===== src/rtl/boltz_filter_pkg.sv =====
// boltz_filter_pkg: shared types, limits and saturation helper for the Boltzmann filter blocks
package boltz_filter_pkg;
  typedef enum logic {FILL, RUN} comb_state_t;
  localparam int MAX_COMB_DELAY = 1024;
  function automatic logic signed [31:0] sat_to_width(input logic signed [31:0] value, input int width);
    logic signed [31:0] hi, lo;
    hi = (32'sd1 <<< (width - 1)) - 32'sd1;
    lo = -hi - 32'sd1;
    return value > hi ? hi : value < lo ? lo : value;
  endfunction
endpackage


===== src/rtl/comb_filter_if.sv =====
// comb_filter_if: sample stream in, difference stream out; sat_o exists only with COMB_FILTER_SAT_EN
interface comb_filter_if #(parameter int WIDTH = 16);
  logic clr_i, valid_i, valid_o, primed_o;
  logic signed [WIDTH-1:0] data_i, data_o;
`ifdef COMB_FILTER_SAT_EN
  logic sat_o;
  modport master(output clr_i, valid_i, data_i, input valid_o, data_o, primed_o, sat_o);
  modport slave(input clr_i, valid_i, data_i, output valid_o, data_o, primed_o, sat_o);
`else
  modport master(output clr_i, valid_i, data_i, input valid_o, data_o, primed_o);
  modport slave(input clr_i, valid_i, data_i, output valid_o, data_o, primed_o);
`endif
endinterface


===== src/rtl/comb_delay_line.sv =====
// comb_delay_line: DELAY-deep sample memory with wrapping pointer, read-before-write on the same slot
module comb_delay_line #(
  parameter int WIDTH  = 16,
  parameter int DELAY  = 8,
  parameter int ADDR_W = $clog2(DELAY)
) (
  input  logic             i_clk,
  input  logic             i_flush,
  input  logic             i_we,
  input  logic [WIDTH-1:0] i_data,
  output logic [WIDTH-1:0] o_data
);
  logic [WIDTH-1:0]  r_ram [DELAY];
  logic [ADDR_W-1:0] r_ptr;
  assign o_data = r_ram[r_ptr];
  // pointer wraps explicitly so DELAY need not be a power of two
  always_ff @(posedge i_clk)
    if (i_flush) r_ptr <= '0;
    else if (i_we) r_ptr <= (r_ptr == ADDR_W'(DELAY - 1)) ? '0 : r_ptr + 1'b1;
  // storage kept free of reset so it maps onto LUT-RAM or block RAM
  always_ff @(posedge i_clk)
    if (i_we) r_ram[r_ptr] <= i_data;
endmodule


===== src/rtl/comb_filter.sv =====
// comb_filter: streaming differentiator y[n] = x[n] - x[n-DELAY]; COMB_FILTER_SAT_EN selects saturation over wrap
module comb_filter
  import boltz_filter_pkg::*;
#(
  parameter int WIDTH = 16,
  parameter int DELAY = 8,
  localparam int ADDR_W = $clog2(DELAY)
) (
  input logic          clk_i,
  input logic          rst_i,
  comb_filter_if.slave bus
);
  if ((DELAY < 2) || (DELAY > MAX_COMB_DELAY)) begin : g_bad_delay
    $error("comb_filter: DELAY out of range");
  end
  comb_state_t             r_state;
  logic [ADDR_W-1:0]       r_fill;
  logic                    r_valid, r_primed;
  logic [WIDTH-1:0]        r_data;
  logic                    w_flush, w_acc;
  logic [WIDTH-1:0]        w_old_raw, w_old, w_res;
  logic signed [WIDTH:0]   w_diff;
  assign w_flush = !rst_i || bus.clr_i;
  assign w_acc   = bus.valid_i && !w_flush;
  comb_delay_line #(.WIDTH(WIDTH), .DELAY(DELAY), .ADDR_W(ADDR_W)) u_line (
    .i_clk(clk_i), .i_flush(w_flush), .i_we(w_acc), .i_data(bus.data_i), .o_data(w_old_raw)
  );
  assign w_old  = r_state == RUN ? w_old_raw : '0;
  assign w_diff = $signed({bus.data_i[WIDTH-1], bus.data_i}) - $signed({w_old[WIDTH-1], w_old});
`ifdef COMB_FILTER_SAT_EN
  logic               r_sat, w_clip;
  logic signed [31:0] w_sat;
  assign w_sat     = sat_to_width(32'(w_diff), WIDTH);
  assign w_res     = w_sat[WIDTH-1:0];
  assign w_clip    = w_sat != 32'(w_diff);
  assign bus.sat_o = r_sat;
  // clip flag travels with the output pulse
  always_ff @(posedge clk_i)
    if (w_flush) r_sat <= 1'b0;
    else r_sat <= bus.valid_i && w_clip;
`else
  assign w_res = WIDTH'(w_diff);
`endif
  assign bus.valid_o  = r_valid;
  assign bus.data_o   = r_data;
  assign bus.primed_o = r_primed;
  // fill/run sequencing and registered outputs; reset outranks flush, flush outranks a sample
  always_ff @(posedge clk_i)
    if (w_flush) begin
      r_state  <= FILL;
      r_fill   <= '0;
      r_valid  <= 1'b0;
      r_data   <= '0;
      r_primed <= 1'b0;
    end else begin
      r_valid <= bus.valid_i;
      if (bus.valid_i) begin
        r_data   <= w_res;
        r_primed <= r_state == RUN;
        r_fill   <= r_state == FILL ? r_fill + 1'b1 : r_fill;
        r_state  <= (r_state == FILL && r_fill == ADDR_W'(DELAY - 1)) ? RUN : r_state;
      end
    end
endmodule

===== src/flat_wrapper.sv =====
// flat-port wrapper written by rule: the top's interface ports become plain ports
module comb_filter_flat import boltz_filter_pkg::*;
#(
  parameter int WIDTH = 16,
  parameter int DELAY = 8,
  localparam int ADDR_W = $clog2(DELAY)
)
  (clk_i, rst_i, bus_clr_i, bus_valid_i, bus_data_i, bus_valid_o, bus_data_o, bus_primed_o);
  comb_filter_if #(.WIDTH(WIDTH)) bus_i ();
  input logic clk_i;
  input logic rst_i;
  input wire logic [$bits(bus_i.clr_i)-1:0] bus_clr_i;
  input wire logic [$bits(bus_i.valid_i)-1:0] bus_valid_i;
  input wire logic [$bits(bus_i.data_i)-1:0] bus_data_i;
  output wire logic [$bits(bus_i.valid_o)-1:0] bus_valid_o;
  output wire logic [$bits(bus_i.data_o)-1:0] bus_data_o;
  output wire logic [$bits(bus_i.primed_o)-1:0] bus_primed_o;
  assign bus_i.clr_i = bus_clr_i;
  assign bus_i.valid_i = bus_valid_i;
  assign bus_i.data_i = bus_data_i;
  assign bus_valid_o = bus_i.valid_o;
  assign bus_data_o = bus_i.data_o;
  assign bus_primed_o = bus_i.primed_o;
  comb_filter #(.WIDTH(WIDTH), .DELAY(DELAY)) u_core (.clk_i(clk_i), .rst_i(rst_i), .bus(bus_i));
endmodule

===== config.mk =====
export PLATFORM = sky130hd
export DESIGN_NAME = comb_filter_flat
export DESIGN_NICKNAME = d
export VERILOG_FILES = /design/src/rtl/boltz_filter_pkg.sv /design/src/rtl/comb_filter_if.sv /design/src/rtl/comb_delay_line.sv /design/src/rtl/comb_filter.sv /design/src/flat_wrapper.sv
export SDC_FILE = /design/constraint.sdc
export NUM_CORES = 1
export LEC_CHECK = 0
export ABC_AREA = 1
export CAP_MARGIN = 25
export CORE_AREA = 3 3 112 114
export CTS_CLUSTER_SIZE = 24
export DETAILED_ROUTE_END_ITERATION = 12
export DIE_AREA = 0 0 115 117
export GPL_TIMING_DRIVEN = 1
export PLACE_DENSITY_LB_ADDON = 0.1
export SYNTH_ARGS = -nofsm -noshare
export SYNTH_HDL_FRONTEND = slang
export SYNTH_SLANG_ARGS = --single-unit

===== constraint.sdc =====
create_clock -name clk_i -period 3 [get_ports clk_i]
set_input_delay 0.9 -clock clk_i [delete_from_list [all_inputs] [get_ports clk_i]]
set_output_delay 0.9 -clock clk_i [all_outputs]
set_load 0.03 [all_outputs]

### Sizing map, run 1

Drawn at 2 px/um.
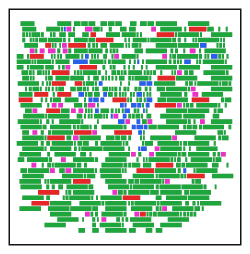
Key: blue = drive 2 [cells 36, share 5.1%]; magenta = drive 3 to 4 [cells 44, share 6.2%]; red = drive 6 and up [cells 30, share 4.2%]; green = drive 1 or less [cells 598, share 84%]

### Zoomed window, run 1

Region (32, 57) to (82, 107) um. Cells in gray, sequential cells in the stronger gray; small squares are vias.
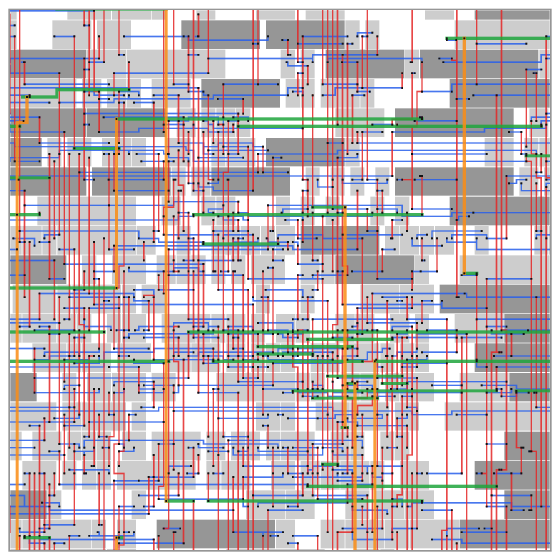
Key: orange = met4; green = met3; blue = met1; red = met2
Most frequent: nand2_1 (34), nor2_1 (32), inv_1 (21). 216 logic cells have their middle in the window. Sequential cells in the window: 24. Netlist names of flops here include u_core.bus.data_o (12), u_core.u_line.r_ram (10).

### Wiring heat map, run 1

Drawn at 3 px/um. The die is cut into 23 by 23 equal tiles; dark purple is low, yellow is high, scaled to the fullest tile. Values are wire area over tile area, all layers added.
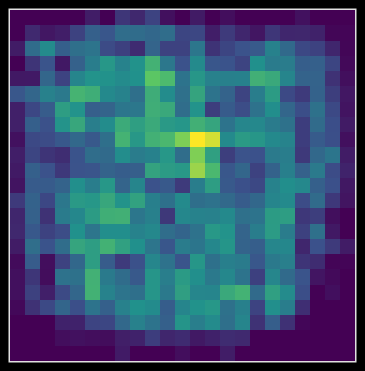
The densest ninth of the die: center. 15% of the tiles are over half the peak. The mean over all tiles is 0.20. The fullest tile reaches 0.66. 13% of the tiles are nearly empty.
DR WL/cell: 19.0 um
via count: 4971
Post-Route WL: 16200 um
GRT Total Usage: 0.256

==> impl_metrics.env, run 1 <==
# implementation run metrics
export IMPL_logic_family="simple AND/OR/NAND/NOR gates"
export IMPL_worstSetupPathType="reg -> reg"
export IMPL_critical_path_depth=15
export IMPL_largest_reg_flops=128
export IMPL_ys_area_um2=6930
export IMPL_hold_buffers=0
export IMPL_fin_util=0.720
export IMPL_finalInstanceArea_um2=8290
export IMPL_synth_async_reset_ratio=0
export IMPL_yosys_warnings=0
export IMPL_worstSetupStartpointType="flip-flop"
export IMPL_simple_gate_area_frac=0.135
export IMPL_maxPowerGroup="sequential cells"
export IMPL_synthCells=627
export IMPL_die_area_um2=13500
export IMPL_io_pins=38
export IMPL_dpl_hpwl_um=10800
export IMPL_drive_gt1_frac=0.155
export IMPL_holdPathEnd="u_core.r_fill[0]"
export IMPL_path_delay_family="adder cells"
export IMPL_fin_crit_sh=0.933
export IMPL_htree_levels=4
export IMPL_ant_nets=0
export IMPL_dp_cells=819
export IMPL_hp_class="reg -> reg"
export IMPL_drc=0
export IMPL_cp_slowest_stage_delay_ps=500
export IMPL_endpoint_kind="flip-flop"
export IMPL_ctsResizeCount=0
export IMPL_worstRegToRegCells=15
export IMPL_clkTransAtPathRegs_ps=60
export IMPL_rsz0062_at_grt="false"
export IMPL_drt_iter0_drc=466
export IMPL_cts_path_max_buffers=2
export IMPL_reg2reg_to="u_core.bus.data_o[6]"
export IMPL_fp_nets=668
export IMPL_fin_crit_ps=2800
export IMPL_clock_latency_ps=420
export IMPL_syn_area_per_cell_um2=11.0
export IMPL_p_seq_uw=2380
export IMPL_grt_pass1_vias=4852
export IMPL_ys_sh_mux=0
export IMPL_compound_area_frac=0.130
export IMPL_top_cell="edfxtp_1"
export IMPL_fin_ws_ps=200
export IMPL_yosysTopAreaCellShare=0.555
export IMPL_grt_max_degree=45
export IMPL_outcome="finished clean"
export IMPL_final_nets=736
export IMPL_ys_ff=156
export IMPL_hold_depth=2
export IMPL_grt_first_pass_wirelength_um=25500
export IMPL_crit_path_end="u_core.bus.data_o[6]"
export IMPL_postPlaceCellArea_um2=7700
export IMPL_worstHoldStart="u_core.r_fill[0]"
export IMPL_flop_cell="edfxtp_1"
export IMPL_fp_util=0.601
==> run 1: final cells by class <==
cell class | count | area [um^2] | share of cell area
repair buffers | 78 | 766 | 0.0923
well taps | 143 | 179 | 0.0216
flip-flops and latches | 156 | 4410 | 0.531
clock buffers | 17 | 425 | 0.0513
multi-input cells | 392 | 2170 | 0.261
inverters | 50 | 188 | 0.0226
clock inverters | 15 | 164 | 0.0198
==> run 1: routing by layer <==
| metal | up-vias | part of all wire | wire length (um) |
|---|---|---|---|
| met5 | - | 0 | 0 |
| met4 | 0 | 0.022 | 364 |
| met3 | 31 | 0.071 | 1150 |
| met2 | 192 | 0.49 | 7990 |
| met1 | 2392 | 0.41 | 6680 |
| li1 | 2356 | - | - |
==> inputs of run 2 (changes only) <==
--- a/config.mk
+++ b/config.mk
@@ -8,6 +8,7 @@
 export ABC_AREA = 1
 export CAP_MARGIN = 25
 export CORE_AREA = 3 3 112 114
+export CTS_CLUSTER_DIAMETER = 60
 export CTS_CLUSTER_SIZE = 24
 export DETAILED_ROUTE_END_ITERATION = 12
 export DIE_AREA = 0 0 115 117
### Wiring heat map, run 2

Drawn at 3 px/um. The die is cut into 23 by 23 equal tiles; dark purple is low, yellow is high, scaled to the fullest tile. Values are wire area over tile area, all layers added.
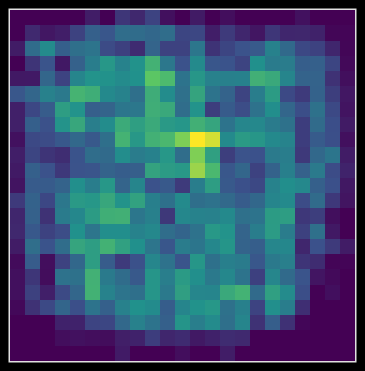
The densest ninth of the die: center. The fullest tile reaches 0.66. The emptiest ninth of the die: south-east. The mean over all tiles is 0.20. 15% of the tiles are over half the peak. 13% of the tiles are nearly empty.

==> impl_metrics.env, run 2 <==
# implementation run metrics
export IMPL_fin_crit_ps=2800
export IMPL_synth_async_reset_ratio=0
export IMPL_cts_buffers=17
export IMPL_final_nonclk_buf_share=0.0923
export IMPL_hold_depth=2
export IMPL_maxPowerGroup="sequential cells"
export IMPL_largest_reg_flops=128
export IMPL_die_y_um=117
export IMPL_grt_max_degree=45
export IMPL_die_area_um2=13500
export IMPL_endpoint_kind="flip-flop"
export IMPL_met1Wirelength_um=6680
export IMPL_wl_met2_um=7990
export IMPL_regArea_um2=4410
export IMPL_grtUsageTotal=0.256
export IMPL_p_clk_frac=0.436
export IMPL_final_nets=736
export IMPL_n_all_inverters=50
export IMPL_highest_layer="met4"
export IMPL_finalWirelength_um=16200
export IMPL_whs_ps=488
export IMPL_p_seq_uw=2380
export IMPL_taps=143
export IMPL_postPlaceCellArea_um2=7700
export IMPL_grt_pass1_vias=4852
export IMPL_nClkBuffers=17
export IMPL_outcome="finished clean"
export IMPL_clock_latency_ps=420
export IMPL_drive_gt1_frac=0.155
export IMPL_tightest_slew_ps=495
export IMPL_ant_nets=0
export IMPL_grt_first_pass_wirelength_um=25500
export IMPL_gp_congestion=0.943
export IMPL_worstHoldStart="u_core.r_fill[0]"
export IMPL_yosysTopAreaCellShare=0.555
export IMPL_top_cell="edfxtp_1"
export IMPL_worstSetupPathType="reg -> reg"
export IMPL_clkTransAtPathRegs_ps=60
export IMPL_final_hold_violation_count=0
export IMPL_drc=0
export IMPL_dpl_hpwl_um=10800
export IMPL_drt_iter0_drc=466
export IMPL_fin_ws_ps=200
export IMPL_nMultiInputCombCells=392
export IMPL_yosys_warnings=0
export IMPL_hold_buffers=0
export IMPL_fillerInstances=804
export IMPL_design_seq_count=156
export IMPL_reg2reg_to="u_core.bus.data_o[6]"
export IMPL_dp_cells=819
export IMPL_sh_seq_area=0.531
export IMPL_ys_area_um2=6930
export IMPL_fin_crit_sh=0.933
export IMPL_io_pins=38
export IMPL_fp_nets=668
export IMPL_route_vias_total=4971
export IMPL_cts_path_max_buffers=2
export IMPL_comb_share=0.261
export IMPL_crit_arrival_ps=3110
export IMPL_wl_met3_um=1150
export IMPL_top_register="u_core.u_line.r_ram"
export IMPL_fin_util=0.720
export IMPL_clk_share=0.0711
export IMPL_wire_per_inst_um=19.0
export IMPL_die_width_um=115
export IMPL_fp_util=0.601
export IMPL_signal_buffers=78
export IMPL_finalInstanceArea_um2=8290
export IMPL_synthCells=627
export IMPL_syn_area_per_cell_um2=11.0
export IMPL_flop_cell="edfxtp_1"
export IMPL_worstRegToRegCells=15
export IMPL_comb_area_um2=2170
export IMPL_largest_class="sequential cells"
export IMPL_ys_ff=156
export IMPL_combinationalPowerShare=0.072
export IMPL_maxSlewHeadroom=0.670
export IMPL_p_leak_uw=0.00310
export IMPL_holdPathEnd="u_core.r_fill[0]"
export IMPL_htree_levels=4
export IMPL_rsz0062_at_grt="false"
export IMPL_ctsResizeCount=0
export IMPL_worstSetupStartpointType="flip-flop"
export IMPL_crit_path_end="u_core.bus.data_o[6]"
export IMPL_hp_class="reg -> reg"
### Sizing map, run 2

Drawn at 2 px/um.
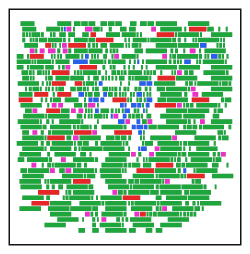
Key: magenta = drive 3 to 4 [cells 44, share 6.2%]; blue = drive 2 [cells 36, share 5.1%]; green = drive 1 or less [cells 598, share 84%]; red = drive 6 and up [cells 30, share 4.2%]

-- run 2: cell families after synthesis --
| group | synth area share |
|---|---|
| AND/OR/NAND/NOR | 0.135 |
| adder cells (fa/ha/maj) | 0.0390 |
| buffers and inverters | 0.0515 |
| flip-flops | 0.636 |
| AND-OR/OR-AND | 0.130 |
| XOR/XNOR | 0.00885 |
-- run 2: metal layers --
layer,vias to the layer above,global-route usage
li1,2356,-
met2,192,0.415
met4,0,0.108
met3,31,0.0566
met5,-,0
met1,2392,0.338
-- run 2: critical path, cell delays in order, from the launching register on --
cell and delay (ps):
dfxtp_2 500, buf_4 320, nor2_1 80, nor2_1 80, o21ai_0 80, a31oi_1 220, ha_1 200, inv_2 50
fa_1 400, nand3_1 120, nand2_2 90, nand2_1 90, nand2_2 60, xor2_1 140, o21ai_0 170, inv_1 60
